<file path="src/rtl/mips_pkg.sv">
// Shared definitions for the MIPS fetch stage and control unit:
// fetch FSM encoding, reset PC default and opcode field layout/constants.
package mips_pkg;

  typedef enum logic [1:0] {
    ST_IDLE  = 2'd0,
    ST_REQ   = 2'd1,
    ST_SKID  = 2'd2,
    ST_DRAIN = 2'd3
  } fetch_state_t;

  localparam logic [31:0] RESET_PC_DEFAULT = 32'h0000_0000;

  localparam int OPCODE_MSB = 31;
  localparam int OPCODE_LSB = 26;
  localparam int OPCODE_W   = OPCODE_MSB - OPCODE_LSB + 1;

  localparam logic [OPCODE_W-1:0] OP_RTYPE = 6'b000000;
  localparam logic [OPCODE_W-1:0] OP_J     = 6'b000010;
  localparam logic [OPCODE_W-1:0] OP_JAL   = 6'b000011;
  localparam logic [OPCODE_W-1:0] OP_BEQ   = 6'b000100;
  localparam logic [OPCODE_W-1:0] OP_LW    = 6'b100011;
  localparam logic [OPCODE_W-1:0] OP_SW    = 6'b101011;

  function automatic logic [OPCODE_W-1:0] get_opcode(input logic [31:0] word);
    return word[OPCODE_MSB:OPCODE_LSB];
  endfunction

endpackage

</file>
<file path="src/rtl/pc_reg.sv">
// Program counter: reset load, +4 increment (32-bit wrap) and redirect load
// with the low two bits forced to zero. Redirect wins over increment.
module pc_reg
  import mips_pkg::*;
#(
  parameter logic [31:0] RESET_PC = RESET_PC_DEFAULT
) (
  input  logic        clk,
  input  logic        reset,
  input  logic        i_inc,
  input  logic        i_load,
  input  logic [31:2] i_load_pc,
  output logic [31:0] o_pc
);

  logic [31:0] r_pc;

  always_ff @(posedge clk) begin
    if (reset) begin
      r_pc <= {RESET_PC[31:2], 2'b00};
    end else if (i_load) begin
      r_pc <= {i_load_pc, 2'b00};
    end else if (i_inc) begin
      r_pc <= r_pc + 32'd4;
    end
  end

  assign o_pc = r_pc;

endmodule

</file>
<file path="src/rtl/busca_instrucao.sv">
// Instruction fetch stage: handshakes with instruction memory, buffers one
// extra word in a skid register under stall, and flushes on redirect.
module busca_instrucao
  import mips_pkg::*;
#(
  parameter logic [31:0] RESET_PC = RESET_PC_DEFAULT
) (
  input  logic                clk,
  input  logic                reset,
  output logic                imem_req,
  output logic [31:0]         imem_addr,
  input  logic                imem_ack,
  input  logic [31:0]         imem_rdata,
  input  logic                stall,
  input  logic                redirect,
  input  logic [31:0]         redirect_pc,
  output logic                instr_valid,
  output logic [31:0]         instr,
  output logic [OPCODE_W-1:0] opcode,
  output logic [31:0]         pc_out,
  output logic [31:0]         pc_plus4
);

  fetch_state_t r_state;
  fetch_state_t w_state_next;

  logic [31:0] w_pc;
  logic        w_pc_inc;
  logic        w_req;
  logic        w_consume;
  logic        w_out_from_mem;
  logic        w_out_from_skid;
  logic        w_to_skid;
  logic        w_drain_capture;
  logic [1:0]  w_unused_rpc_bits;

  logic        r_instr_valid;
  logic [31:0] r_instr;
  logic [31:0] r_pc_out;
  logic [31:0] r_skid_instr;
  logic [31:0] r_skid_pc;
  logic [31:0] r_drain_addr;

  assign w_unused_rpc_bits = redirect_pc[1:0];
  assign w_consume         = r_instr_valid & ~stall;

  pc_reg #(
    .RESET_PC(RESET_PC)
  ) u_pc_reg (
    .clk      (clk),
    .reset    (reset),
    .i_inc    (w_pc_inc),
    .i_load   (redirect),
    .i_load_pc(redirect_pc[31:2]),
    .o_pc     (w_pc)
  );

  always_ff @(posedge clk) begin
    if (reset) begin
      r_state <= ST_IDLE;
    end else begin
      r_state <= w_state_next;
    end
  end

  always_comb begin
    w_state_next    = r_state;
    w_req           = 1'b0;
    w_pc_inc        = 1'b0;
    w_out_from_mem  = 1'b0;
    w_out_from_skid = 1'b0;
    w_to_skid       = 1'b0;
    w_drain_capture = 1'b0;
    case (r_state)
      ST_IDLE: begin
        w_state_next = ST_REQ;
      end
      ST_REQ: begin
        w_req = 1'b1;
        if (redirect) begin
          // Without an ack the old request is still in flight and must be drained.
          if (!imem_ack) begin
            w_state_next    = ST_DRAIN;
            w_drain_capture = 1'b1;
          end
        end else if (imem_ack) begin
          w_pc_inc = 1'b1;
          if (!r_instr_valid || w_consume) begin
            w_out_from_mem = 1'b1;
          end else begin
            w_to_skid    = 1'b1;
            w_state_next = ST_SKID;
          end
        end
      end
      ST_SKID: begin
        if (redirect) begin
          w_state_next = ST_REQ;
        end else if (w_consume) begin
          w_out_from_skid = 1'b1;
          w_state_next    = ST_REQ;
        end
      end
      ST_DRAIN: begin
        w_req = 1'b1;
        if (imem_ack) begin
          w_state_next = ST_REQ;
        end
      end
      default: begin
        w_state_next = ST_IDLE;
      end
    endcase
  end

  always_ff @(posedge clk) begin
    if (reset) begin
      r_instr_valid <= 1'b0;
      r_instr       <= 32'h0000_0000;
      r_pc_out      <= RESET_PC;
      r_skid_instr  <= 32'h0000_0000;
      r_skid_pc     <= 32'h0000_0000;
      r_drain_addr  <= 32'h0000_0000;
    end else begin
      if (w_out_from_mem) begin
        r_instr  <= imem_rdata;
        r_pc_out <= w_pc;
      end else if (w_out_from_skid) begin
        r_instr  <= r_skid_instr;
        r_pc_out <= r_skid_pc;
      end
      if (w_to_skid) begin
        r_skid_instr <= imem_rdata;
        r_skid_pc    <= w_pc;
      end
      if (w_drain_capture) begin
        r_drain_addr <= w_pc;
      end
      if (redirect) begin
        r_instr_valid <= 1'b0;
      end else if (w_out_from_mem || w_out_from_skid) begin
        r_instr_valid <= 1'b1;
      end else if (w_consume) begin
        r_instr_valid <= 1'b0;
      end
    end
  end

  assign imem_req    = w_req;
  assign imem_addr   = (r_state == ST_DRAIN) ? r_drain_addr : w_pc;
  assign instr_valid = r_instr_valid;
  assign instr       = r_instr;
  assign opcode      = get_opcode(r_instr);
  assign pc_out      = r_pc_out;
  assign pc_plus4    = r_pc_out + 32'd4;

endmodule

</file>
<file path="config.mk">
export PLATFORM = sky130hd
export DESIGN_NAME = busca_instrucao
export DESIGN_NICKNAME = d
export VERILOG_FILES = /design/src/rtl/mips_pkg.sv /design/src/rtl/pc_reg.sv /design/src/rtl/busca_instrucao.sv
export SDC_FILE = /design/constraint.sdc
export NUM_CORES = 1
export LEC_CHECK = 0
export ABC_AREA = 1
export CAP_MARGIN = 5
export CORE_MARGIN = 5
export CORE_UTILIZATION = 55
export CTS_CLUSTER_DIAMETER = 100
export CTS_CLUSTER_SIZE = 10
export DETAILED_ROUTE_END_ITERATION = 7
export PLACE_DENSITY = 0.95
export SLEW_MARGIN = 20
export SYNTH_ARGS = -nofsm -noshare
export SYNTH_HDL_FRONTEND = slang
export SYNTH_SLANG_ARGS = --single-unit
</file>
<file path="constraint.sdc">
create_clock -name clk -period 3.15 [get_ports clk]
set_input_delay 0.63 -clock clk [delete_from_list [all_inputs] [get_ports clk]]
set_output_delay 0.63 -clock clk [all_outputs]
set_load 0.005 [all_outputs]
</file>
==> out/results.ini <==
[sta]
max-slew-margin-rel_pct = 54.7
slew_violations = 0
final_min_period_over_clock_period_pct = 98.9
fin_ws_ps = 35.5
tightestPinTransition_ps = 678
grt_setup_unrepaired = yes
achievable-frequency_mhz = 321
fin_hold_ws_ps = 493
report.final.hold_viol_count = 0

[worst_setup_path]
setup.reg_to_reg.worst_slack_ps = 1030
timing.critical_path.fanout_max = 5
crit_required_ps = 2520
beginning_of_the_worst_register_to_register_path = r_state[0]$_SDFFE_PP0P_
crit_path_start = pc_out[3]$_SDFFE_PP0P_
logic_depth_of_the_worst_register_to_register_path = 7
worstSetupPathType = reg -> out
critPathCaptureType = primary output

[cells_and_area]
drive_above_1_share_pct = 6.01
n_clock_buffer = 19
biggestCellCategory = logic gates
inverters_excl_clock = 134
most-common-layout-cells = 383 x sky130_fd_sc_hd__nand2_1, 194 x sky130_fd_sc_hd__clkdlybuf4s50_1, 182 x sky130_fd_sc_hd__nor2_1
area.combinational_mm2 = 0.00478
buffers_excl_clock = 223
layout.cell_area.non_filler_mm2 = 0.0122

[cts]
clock.latency.late_pin_ps = 430
clock_sink_count = 187
cts_root_buffer = sky130_fd_sc_hd__clkbuf_16
cts_tree = yes
postCtsHoldBufs = 0
cts_made_buffers = 17
clk_path_buf_depth = 2
post-cts-setup-buffers = 0

[grt]
use_met3_pct = 4.94
gr-usage-all-layers_pct = 27.9
grtUsageMet1_pct = 36.7
largest_net_degree_at_the_start_of_global_routing = 66
grt_first_pass_wirelength_mm = 45.8
grt-busiest-layer = met2

[power]
total_switching_power_mw = 1.34
combinational_logic_power_uw = 631
power.share.combinational_pct = 11.8
power.static_leakage_nw = 5.13
power_frac_clock_pct = 41.3

[hold_path]
timing.hold.worst.class = reg -> reg
min_to = u_pc_reg.o_pc[30]$_SDFFE_PP0P_

[flow_run]
max-cap-violations = 0

[status]
outcome = finished, final reports clean

[detailed_routing]
met2WireLength_mm = 14.0
dr_wl_met3_mm = 2.55
drt_pre_antenna_iters = 8
wl_met1_mm = 11.5
top_layer = met4
dr_total_vias = 10100
antenna_left = 0

[synthesis]
postSynthSeqShare_pct = 40.0
synthesis.area_mm2 = 0.00936
netlist-cell-type-count = 34
synthTopCellsByArea = sky130_fd_sc_hd__dfxtp_1 40%, sky130_fd_sc_hd__nand2_1 16%, sky130_fd_sc_hd__nor2_1 7.5%, sky130_fd_sc_hd__o21ai_0 6.9%, sky130_fd_sc_hd__nand3_1 5.8%
netlist_top_cells_count = 387 x sky130_fd_sc_hd__nand2_1, 187 x sky130_fd_sc_hd__dfxtp_1, 186 x sky130_fd_sc_hd__nor2_1
yosysWarnings = 0
dominant_cell_type_by_area_after_synthesis = sky130_fd_sc_hd__dfxtp_1

[placement]
dp_worst_setup_slack_ps = 322

[die]
floorplan.io_pins = 205

[cell families after synthesis]
group | after synthesis | synth area share (%)
simple gates | 727 | 31.9
compound gates | 257 | 15.0
buf+inv | 227 | 9.94
flops | 187 | 40.0
xor+xnor | 30 | 2.81
fa+ha+maj | 2 | 0.267
other cells | 1 | 0.0401
[worst max-delay path, cell delays in order, from the launching register on]
cell and delay [ps]:
sky130_fd_sc_hd__dfxtp_4 380, sky130_fd_sc_hd__ha_2 210, sky130_fd_sc_hd__nand2_1 120, sky130_fd_sc_hd__nor3_4 300, sky130_fd_sc_hd__nand2_2 110, sky130_fd_sc_hd__nor2_2 160, sky130_fd_sc_hd__buf_4 140, sky130_fd_sc_hd__xor2_1 140
sky130_fd_sc_hd__clkdlybuf4s50_1 510
### Power grid

Scale bar: 50 um. Pins as bars on the die edge.
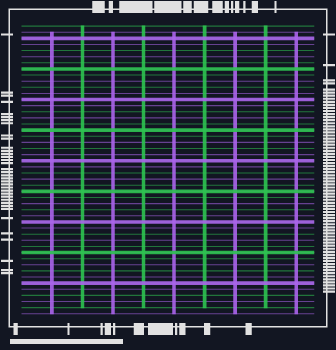
Key: purple = VSS; green = VDD
9 straps on met5. 205 signal pins sit on the boundary. The core has 47 rows. 9 straps on met4. 48 met1 rails follow the rows.
Die Ht: 140 um
highest ir drop seen on vdd: 0.000420 V
CORE AREA: 0.0166 mm2
width of the die: 140 um

### Cell classes on the final placement

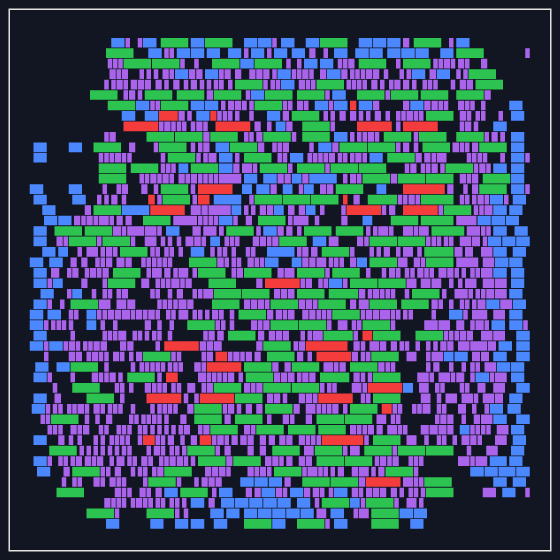
Key: purple = combinational and other logic [cells 1156, share of their area 45%]; blue = other buffers and delay cells [cells 223, share of their area 19%]; red = clock drivers and dummy loads [cells 32, share of their area 5.1%]; green = flops [cells 187, share of their area 32%]

No activity file was given, so power comes from the tool's default toggle rates.
